Fig. 1: run 1, routing congestion
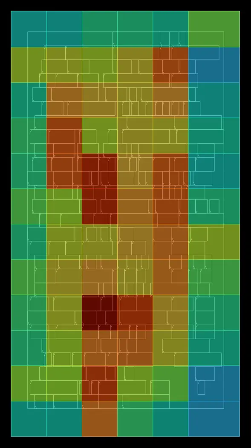
Fig. 2: run 1, cells by drive strength
Scale: 8 px per µm.
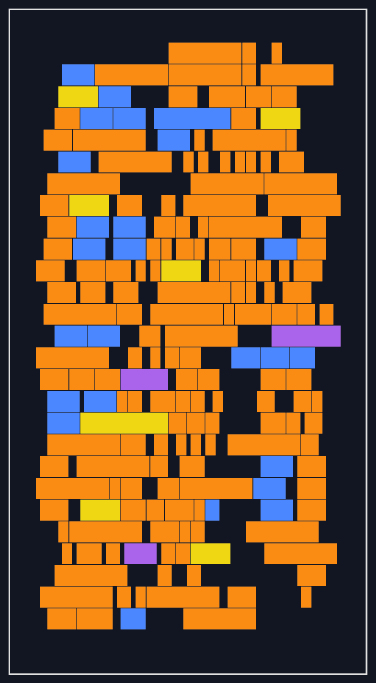
Fig. 3: run 1, zoomed window
Window x 10 to 35, y 29 to 54 µm. Cells in gray, sequential cells in the stronger gray; small squares are vias.
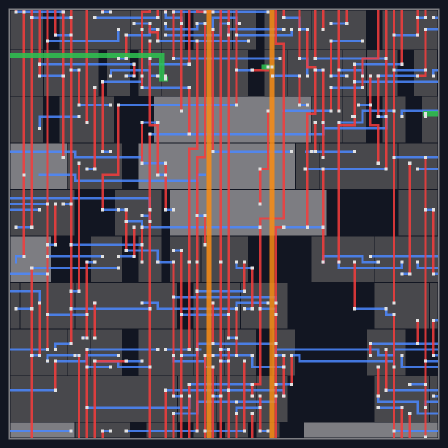
**src/rtl/uart_pkg.sv**
```systemverilog
// Shared UART definitions: transmit FSM encoding, parity selectors and the
// prescale width that the transmitter shares with the receiver.
package uart_pkg;

  typedef enum logic [2:0] {
    ST_IDLE   = 3'd0,
    ST_START  = 3'd1,
    ST_DATA   = 3'd2,
    ST_PARITY = 3'd3,
    ST_STOP   = 3'd4
  } tx_state_e;

  localparam logic PAR_EVEN = 1'b0;
  localparam logic PAR_ODD  = 1'b1;

  localparam int DATA_WIDTH_DEF = 8;
  localparam int PRESCALE_W     = 6;
  localparam int BIT_CNT_W      = 4;

  function automatic logic parity_of(input logic data_xor, input logic par_typ);
    return (par_typ == PAR_EVEN) ? data_xor : ~data_xor;
  endfunction

endpackage

```
**src/rtl/uart_tx_baud_counter.sv**
```systemverilog
// Bit timing for the transmitter: an edge counter running 0..P-1 that strobes
// bit_done on its last clock, plus a count of completed bits.
module uart_tx_baud_counter
  import uart_pkg::*;
(
  input  logic                  clk,
  input  logic                  rst,
  input  logic                  en,
  input  logic                  clear,
  input  logic [PRESCALE_W-1:0] prescale,
  output logic                  bit_done,
  output logic [BIT_CNT_W-1:0]  bit_cnt
);

  logic [PRESCALE_W-1:0] edge_cnt_q, edge_cnt_d;
  logic [BIT_CNT_W-1:0]  bit_cnt_q, bit_cnt_d;
  logic [PRESCALE_W-1:0] last_edge;

  // prescale of 0 wraps to 63 here, giving a 64-clock bit.
  assign last_edge = prescale - 1'b1;
  assign bit_done  = en && (edge_cnt_q == last_edge);
  assign bit_cnt   = bit_cnt_q;

  always_comb begin
    edge_cnt_d = edge_cnt_q + 1'b1;
    bit_cnt_d  = bit_cnt_q;
    if (!en || clear) begin
      edge_cnt_d = '0;
      bit_cnt_d  = '0;
    end else if (bit_done) begin
      edge_cnt_d = '0;
      bit_cnt_d  = bit_cnt_q + 1'b1;
    end
  end

  always_ff @(posedge clk or negedge rst) begin
    if (!rst) begin
      edge_cnt_q <= '0;
      bit_cnt_q  <= '0;
    end else begin
      edge_cnt_q <= edge_cnt_d;
      bit_cnt_q  <= bit_cnt_d;
    end
  end

endmodule

```
**src/rtl/uart_tx_frame.sv**
```systemverilog
// UART frame transmitter: start bit, LSB-first data, optional parity, one stop
// bit. All frame configuration is latched on acceptance; outputs are registered.
module uart_tx_frame
  import uart_pkg::*;
#(
  parameter int DATA_WIDTH = DATA_WIDTH_DEF
) (
  input  logic                  clk,
  input  logic                  rst,
  input  logic [DATA_WIDTH-1:0] data_in,
  input  logic                  data_valid,
  input  logic                  par_en,
  input  logic                  par_typ,
  input  logic [5:0]            prescale,
  output logic                  tx_out,
  output logic                  busy
);

  localparam logic [BIT_CNT_W-1:0] LAST_BIT = BIT_CNT_W'(DATA_WIDTH - 1);

  tx_state_e             state_q, state_d;
  logic [DATA_WIDTH-1:0] shift_q, shift_d;
  logic                  par_en_q, par_en_d;
  logic                  par_bit_q, par_bit_d;
  logic [PRESCALE_W-1:0] prescale_q, prescale_d;
  logic                  tx_out_q, tx_out_d;
  logic                  busy_q, busy_d;

  logic                  bit_done;
  logic [BIT_CNT_W-1:0]  bit_cnt;

  uart_tx_baud_counter u_baud (
    .clk      (clk),
    .rst      (rst),
    .en       (state_q != ST_IDLE),
    .clear    (state_d != state_q),
    .prescale (prescale_q),
    .bit_done (bit_done),
    .bit_cnt  (bit_cnt)
  );

  // tx_out_d is the value for the state being entered, so the pin is a flop.
  always_comb begin
    state_d    = state_q;
    shift_d    = shift_q;
    par_en_d   = par_en_q;
    par_bit_d  = par_bit_q;
    prescale_d = prescale_q;
    tx_out_d   = tx_out_q;
    case (state_q)
      ST_IDLE: begin
        tx_out_d = 1'b1;
        if (data_valid) begin
          state_d    = ST_START;
          tx_out_d   = 1'b0;
          shift_d    = data_in;
          par_en_d   = par_en;
          par_bit_d  = parity_of(^data_in, par_typ);
          prescale_d = prescale;
        end
      end
      ST_START: begin
        if (bit_done) begin
          state_d  = ST_DATA;
          tx_out_d = shift_q[0];
        end
      end
      ST_DATA: begin
        if (bit_done) begin
          if (bit_cnt == LAST_BIT) begin
            state_d  = par_en_q ? ST_PARITY : ST_STOP;
            tx_out_d = par_en_q ? par_bit_q : 1'b1;
          end else begin
            shift_d  = shift_q >> 1;
            tx_out_d = shift_q[1];
          end
        end
      end
      ST_PARITY: begin
        if (bit_done) begin
          state_d  = ST_STOP;
          tx_out_d = 1'b1;
        end
      end
      ST_STOP: begin
        if (bit_done) begin
          state_d  = ST_IDLE;
          tx_out_d = 1'b1;
        end
      end
      default: begin
        state_d  = ST_IDLE;
        tx_out_d = 1'b1;
      end
    endcase
    busy_d = (state_d != ST_IDLE);
  end

  always_ff @(posedge clk or negedge rst) begin
    if (!rst) begin
      state_q    <= ST_IDLE;
      shift_q    <= '0;
      par_en_q   <= 1'b0;
      par_bit_q  <= 1'b0;
      prescale_q <= '0;
      tx_out_q   <= 1'b1;
      busy_q     <= 1'b0;
    end else begin
      state_q    <= state_d;
      shift_q    <= shift_d;
      par_en_q   <= par_en_d;
      par_bit_q  <= par_bit_d;
      prescale_q <= prescale_d;
      tx_out_q   <= tx_out_d;
      busy_q     <= busy_d;
    end
  end

  assign tx_out = tx_out_q;
  assign busy   = busy_q;

endmodule
```
**config.mk**
```make
export PLATFORM = sky130hd
export DESIGN_NAME = uart_tx_frame
export DESIGN_NICKNAME = d
export VERILOG_FILES = /design/src/rtl/uart_pkg.sv /design/src/rtl/uart_tx_baud_counter.sv /design/src/rtl/uart_tx_frame.sv
export SDC_FILE = /design/constraint.sdc
export NUM_CORES = 1
export LEC_CHECK = 0
export CORE_ASPECT_RATIO = 2
export CORE_MARGIN = 3
export CORE_UTILIZATION = 59
export DETAILED_ROUTE_END_ITERATION = 8
export PLACE_DENSITY = 0.84
export RECOVER_POWER = 100
export SYNTH_ARGS = -nofsm -noshare
export SYNTH_HDL_FRONTEND = slang
export SYNTH_SLANG_ARGS = --single-unit
```
**constraint.sdc**
```tcl
create_clock -name clk -period 3.8 [get_ports clk]
set_clock_uncertainty 0.1 [all_clocks]
set_input_delay 0.76 -clock clk [delete_from_list [all_inputs] [get_ports clk]]
set_output_delay 0.76 -clock clk [all_outputs]
set_load 0.02 [all_outputs]
```
==> results.txt, run 1 <==
Flop area -> 777.0 µm²
drt via density -> 5.885
status -> complete, but fails checks
non-filler cells in the finished layout -> 218
post-detail-place hpwl -> 2.663 mm
power per cell area -> 745.2 nW/µm²
Max-area cell share -> 0.4301
Synth Cell Area -> 1745 µm²
area leader, netlist -> dfrtp_1
most numerous logic cell after layout -> dfrtp_1
Hold Path Stages -> 1
Max Slew Vio Count -> 32
Fin Hold WS -> 407.8 ps
Log Warnings -> 26
Worst Path Required -> 3840 ps
max-cap viol count -> 1
layer carrying the most global-route usage -> met2
DRT iter0 DRCs -> 28
setup bufs post-CTS -> 0
failing checks -> capacitance limit, slew limit
post-CTS resize count -> 0
vias in the first global route -> 1,367
Total Nets Final -> 210
worst-path cell chain -> inv_1 -> ha_1 -> nor2b_1 -> or3_1 -> a31oi_1 -> nand2_1 -> a311oi_1 -> nor2_1
Arr. time, crit path -> 3060 ps
Tot Pwr -> 1.540 mW
routed wl met2 -> 1.978 mm
Synth Net Count -> 186
Core Box Area -> 2804 µm²
Die X -> 44.46 µm
top cells by area -> dfrtp_1, mux2_2, xnor2_1
leakage -> 0.8612 nW
share of cells above drive strength 1 -> 0.1852
About Fig. 1:
GR Layer Usage met3: 0.05640
Routed WL per cell: 16.12 µm
global router's overall resource usage: 0.2205

About Fig. 2:
size	color	cells	share
_3 and _4 cells	purple	3	1.6%
_2 cells	blue	25	13%
_6 and larger	yellow	7	3.7%
_0 and _1 cells	orange	154	81%
final setup margin: 779.5 ps
design area: 2067 µm²
Area growth syn-to-layout: 18.42%
number of non-clock buffers: 21

About Fig. 3:
layer	color
metal 4	orange
metal 3	green
metal 1	blue
metal 2	red
cells with their middle in the window	56
most frequent	xnor2_1 (7), nand2_1 (6)
sequential cells in the window	3

[run 1: power by group through the flow]
stage | logic (mW) | clock network (mW) | registers (mW)
global placement | 0.612 | 0 | 0.593
global route | 0.677 | 0.350 | 0.617
detailed placement | 0.639 | 0 | 0.605
CTS | 0.645 | 0.341 | 0.598
floorplan | 0.519 | 0 | 0.560
finish | 0.610 | 0.335 | 0.595
[run 1: logic make-up after synthesis]
group | synth area share
compound gates | 0.1075
buf+inv | 0.02437
fa+ha+maj | 0.02151
xor+xnor | 0.1004
mux | 0.1341
flops | 0.4452
simple gates | 0.1670
[run 1: cell type report]
cell class | count | area share
inverter | 7 | 0.01271
clock inverter | 2 | 0.01695
timing repair buffer | 21 | 0.09867
clock buffer | 6 | 0.03995
sequential | 31 | 0.3759
tap | 29 | 0.01755
multi-input combinational | 122 | 0.4383
==> inputs of run 2 (changes only) <==
CORE_UTILIZATION = 55   (was 59)
PLACE_DENSITY = 0.79   (was 0.84)
clock period = 2.9 ns   (was 3.8 ns; I/O delays follow)
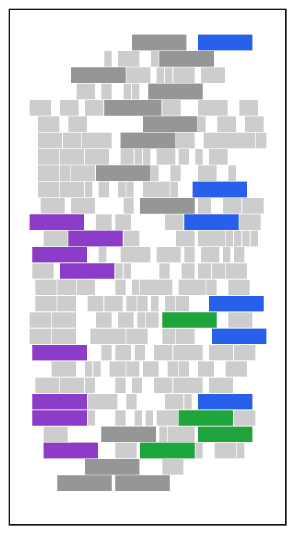
Fig. 4. Sequential cells colored by netlist name (run 2).
Scale: 6 px per µm. Other sequential cells in the stronger gray, the rest of the logic in the fainter gray.
name in the netlist	color	flops
shift_q	purple	8
u_baud.bit_cnt	green	4
prescale_q	blue	6
fraction of area in registers: 0.3748
post-layout util: 0.6881
Flop area: 777.0 µm²

==> run 2 against run 1 <==
The run still ends with capacitance limit, slew limit left. Register-to-register slack lost 510 ps. First-iteration DRC count shrank 32%. Die size grew 6.5%. Global-route usage shrank 0.25 points. Non-clock buffer count grew 3. Worst hold slack gained 11 ps. Sequential cell count is the same. Fmax grew 15%. Largest cell class unchanged. Cell count grew 1.8%. Worst setup slack lost 510 ps. Largest power group unchanged. Critical path depth is the same.
==> results.txt, run 2 <==
GR Layer Usage met3 -> 0.04622 (-0.01018)
Total Nets Final -> 213 (+1.4%)
comb pwr -> 0.853 mW (+40%)
failing checks -> capacitance limit, slew limit
drt via density -> 5.986 (+1.7%)
status -> complete, but fails checks
adder-cell share of the synthesized area -> 0.02151 (unchanged)
Log Warnings -> 26 (unchanged)
most numerous logic cell after layout -> dfrtp_1
Max Slew Vio Count -> 32 (unchanged)
share of cells above drive strength 1 -> 0.1927 (+0.007523)
mux share -> 0.1341 (unchanged)
yosys aoi share -> 0.1075 (unchanged)
Hold Path Stages -> 1 (unchanged)
worst-path cell chain -> inv_1 -> ha_1 -> nor2b_1 -> or3_1 -> a31oi_2 -> nand2_4 -> a21oi_4 -> mux2_2
Synth logic family -> simple AND/OR/NAND/NOR gates
Area growth syn-to-layout -> 18.78%
setup bufs post-CTS -> 0 (unchanged)
Worst Path Required -> 2970 ps (-870 ps)
top cells by area -> dfrtp_1, mux2_2, xnor2_1
max-cap viol count -> 1 (unchanged)
Die X -> 45.84 µm (+3.1%)
seq pwr -> 0.781 mW (+31%)
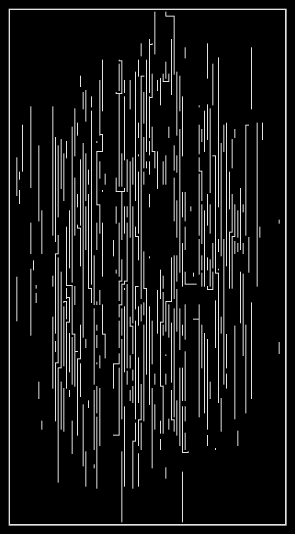
Fig. 5. The metal 2 layer (run 2).
Scale: 6 px per µm.
nets with wire on the layer	196
share of all routed wire	58%
longest straight run	37.1 µm
wire length on this layer	2,130 µm
met2 GRT Util: 0.4000
final wirelength: 3.663 mm
DR vias: 1,329

==> run 2: cell count changes in the layout (fill, tap and decap cells not counted), sizes merged <==
cell           delta
clkbuf            +3
buf               +1
bufinv            -1
clkdlybuf4s50     +1
dlygate4sd3       -1
==> run 2: through the flow <==
stage	power, mW	cell area [µm²]	setup slack (ps)	utilization	cells
CTS	2.021	2088	266.6	0.6931	222
floorplan	1.414	1745	481.3	-	164
global route	2.125	2073	161.2	0.6881	222
global placement	1.608	1997	381.8	0.6628	214
finish	1.984	2073	267.6	0.6881	222
detailed placement	1.666	1997	283.0	0.6628	214
==> run 2: final cells by class <==
cell class	instances	area [µm²]
clock buffer	7	86.33
clock inverter	1	5.005
fill	245	939.7
inverter	7	26.28
multi-input combinational	122	922.1
sequential	31	777.0
tap	30	37.54
timing repair buffer	24	219.0
==> inputs of run 3 (changes only) <==
CTS_CLUSTER_SIZE = 10   (was default)
SETUP_SLACK_MARGIN = 0.15   (was default)
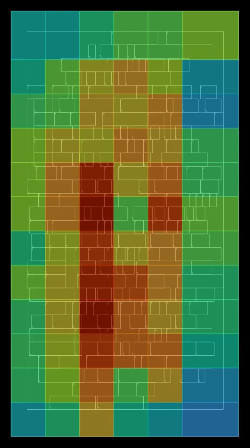
Fig. 6. Routing congestion (run 3).
global router's overall resource usage: 0.2180
GR Layer Usage met3: 0.04622
Routed WL per cell: 16.50 µm

==> run 3 against run 2 <==
The flow still finishes with violations (capacitance limit, slew limit). Largest cell class unchanged. Fmax unchanged. Cell count did not move. Sequential power barely moved. Total power did not move. Synthesized area is the same. Worst setup slack unchanged. Wire length stayed put. Die size stayed put. Global-route usage is the same. Sequential cell count stayed put.
==> results.txt, run 3 <==
post-layout util -> 0.6881 (unchanged)
setup bufs post-CTS -> 0 (unchanged)
met2 GRT Util -> 0.4000 (unchanged)
Tot Pwr -> 1.984 mW (unchanged)
Area growth syn-to-layout -> 18.78% (unchanged)
worst-path cell chain -> inv_1 -> ha_1 -> nor2b_1 -> or3_1 -> a31oi_2 -> nand2_4 -> a21oi_4 -> mux2_2
fill count -> 245 (unchanged)
detailed-route DRC error count -> 0
Worst-path clk slew -> 70 ps
Area after DPL -> 1997 µm² (unchanged)
Die X -> 45.84 µm (unchanged)
top cells by area -> dfrtp_1, mux2_2, xnor2_1
yosys aoi share -> 0.1075 (unchanged)
share of cells above drive strength 1 -> 0.1927 (unchanged)
dpl ws -> 283.0 ps (unchanged)
non-filler cells in the finished layout -> 222 (unchanged)
met1 GRT Util -> 0.2005
post-detail-place hpwl -> 2.875 mm
Hold Path Stages -> 1 (unchanged)
pin count of the biggest net entering global routing -> 32
drt via density -> 5.986 (unchanged)
most numerous logic cell after layout -> dfrtp_1
Max Slew Vio Count -> 32 (unchanged)
Critical Path Stages -> 8
DR vias -> 1,329 (unchanged)
largest registers -> shift_q: 8 flops, prescale_q: 6 flops, u_baud.edge_cnt_q: 6 flops
final setup margin -> 267.6 ps (unchanged)
Synth logic family -> simple AND/OR/NAND/NOR gates
Slew @ Worst Pin -> 1623 ps
max-cap viol count -> 1 (unchanged)
failing checks -> capacitance limit, slew limit
yosys warns -> 0
area of the multi-input gates -> 922.1 µm² (unchanged)
xor/xnor share -> 0.1004
status -> complete, but fails checks
Worst Path Required -> 2970 ps (about the same)
design area -> 2073 µm² (unchanged)
Log Warnings -> 26 (unchanged)
Max-area cell share -> 0.4301
main flop type -> dfrtp_1
final wirelength -> 3.663 mm (unchanged)
Flop area -> 777.0 µm² (unchanged)
Total Nets Final -> 213 (unchanged)
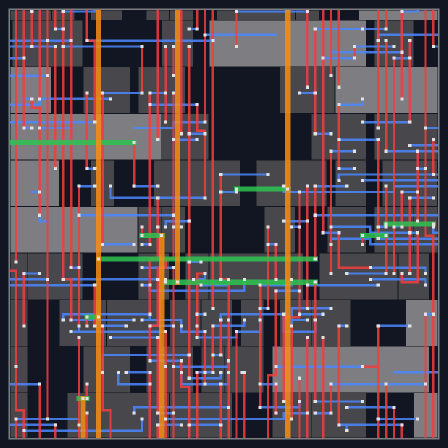
Fig. 7. Zoomed window (run 3).
Window x 10 to 35, y 30 to 55 µm. Cells in gray, sequential cells in the stronger gray; small squares are vias.
layer	color
metal 1	blue
metal 3	green
metal 2	red
metal 4	orange
sequential cells in the window	5
most frequent	dfrtp_1 (5), o21ai_0 (4), nand2_1 (3)
cells with their middle in the window	46
netlist names of flops here include	shift_q (2)

-- run 3: cell counts after synthesis --
Identical to the previous run, type by type.
-- run 3: layer usage --
metal	share of wire	wire length [µm]
met1	0.33	1226
met2	0.58	2134
met3	0.038	141
met4	0.044	160
met5	0	0
-- run 3: power by group --
part	internal (mW)	total (mW)	switching, mW
combinational	0.410	0.853	0.443
clock	0.191	0.350	0.159
sequential	0.608	0.781	0.173
total	1.21	1.98	0.774
-- run 3: layout make-up --
class / instances / share of cell area
Clock buffer: 7 / 0.04164
Clock inverter: 1 / 0.002414
Inverter: 7 / 0.01267
Multi-Input combinational cell: 122 / 0.4448
Sequential cell: 31 / 0.3748
Tap cell: 30 / 0.01810
Timing Repair Buffer: 24 / 0.1056
Power figures rest on the tool's default switching activity, not on a simulated workload.
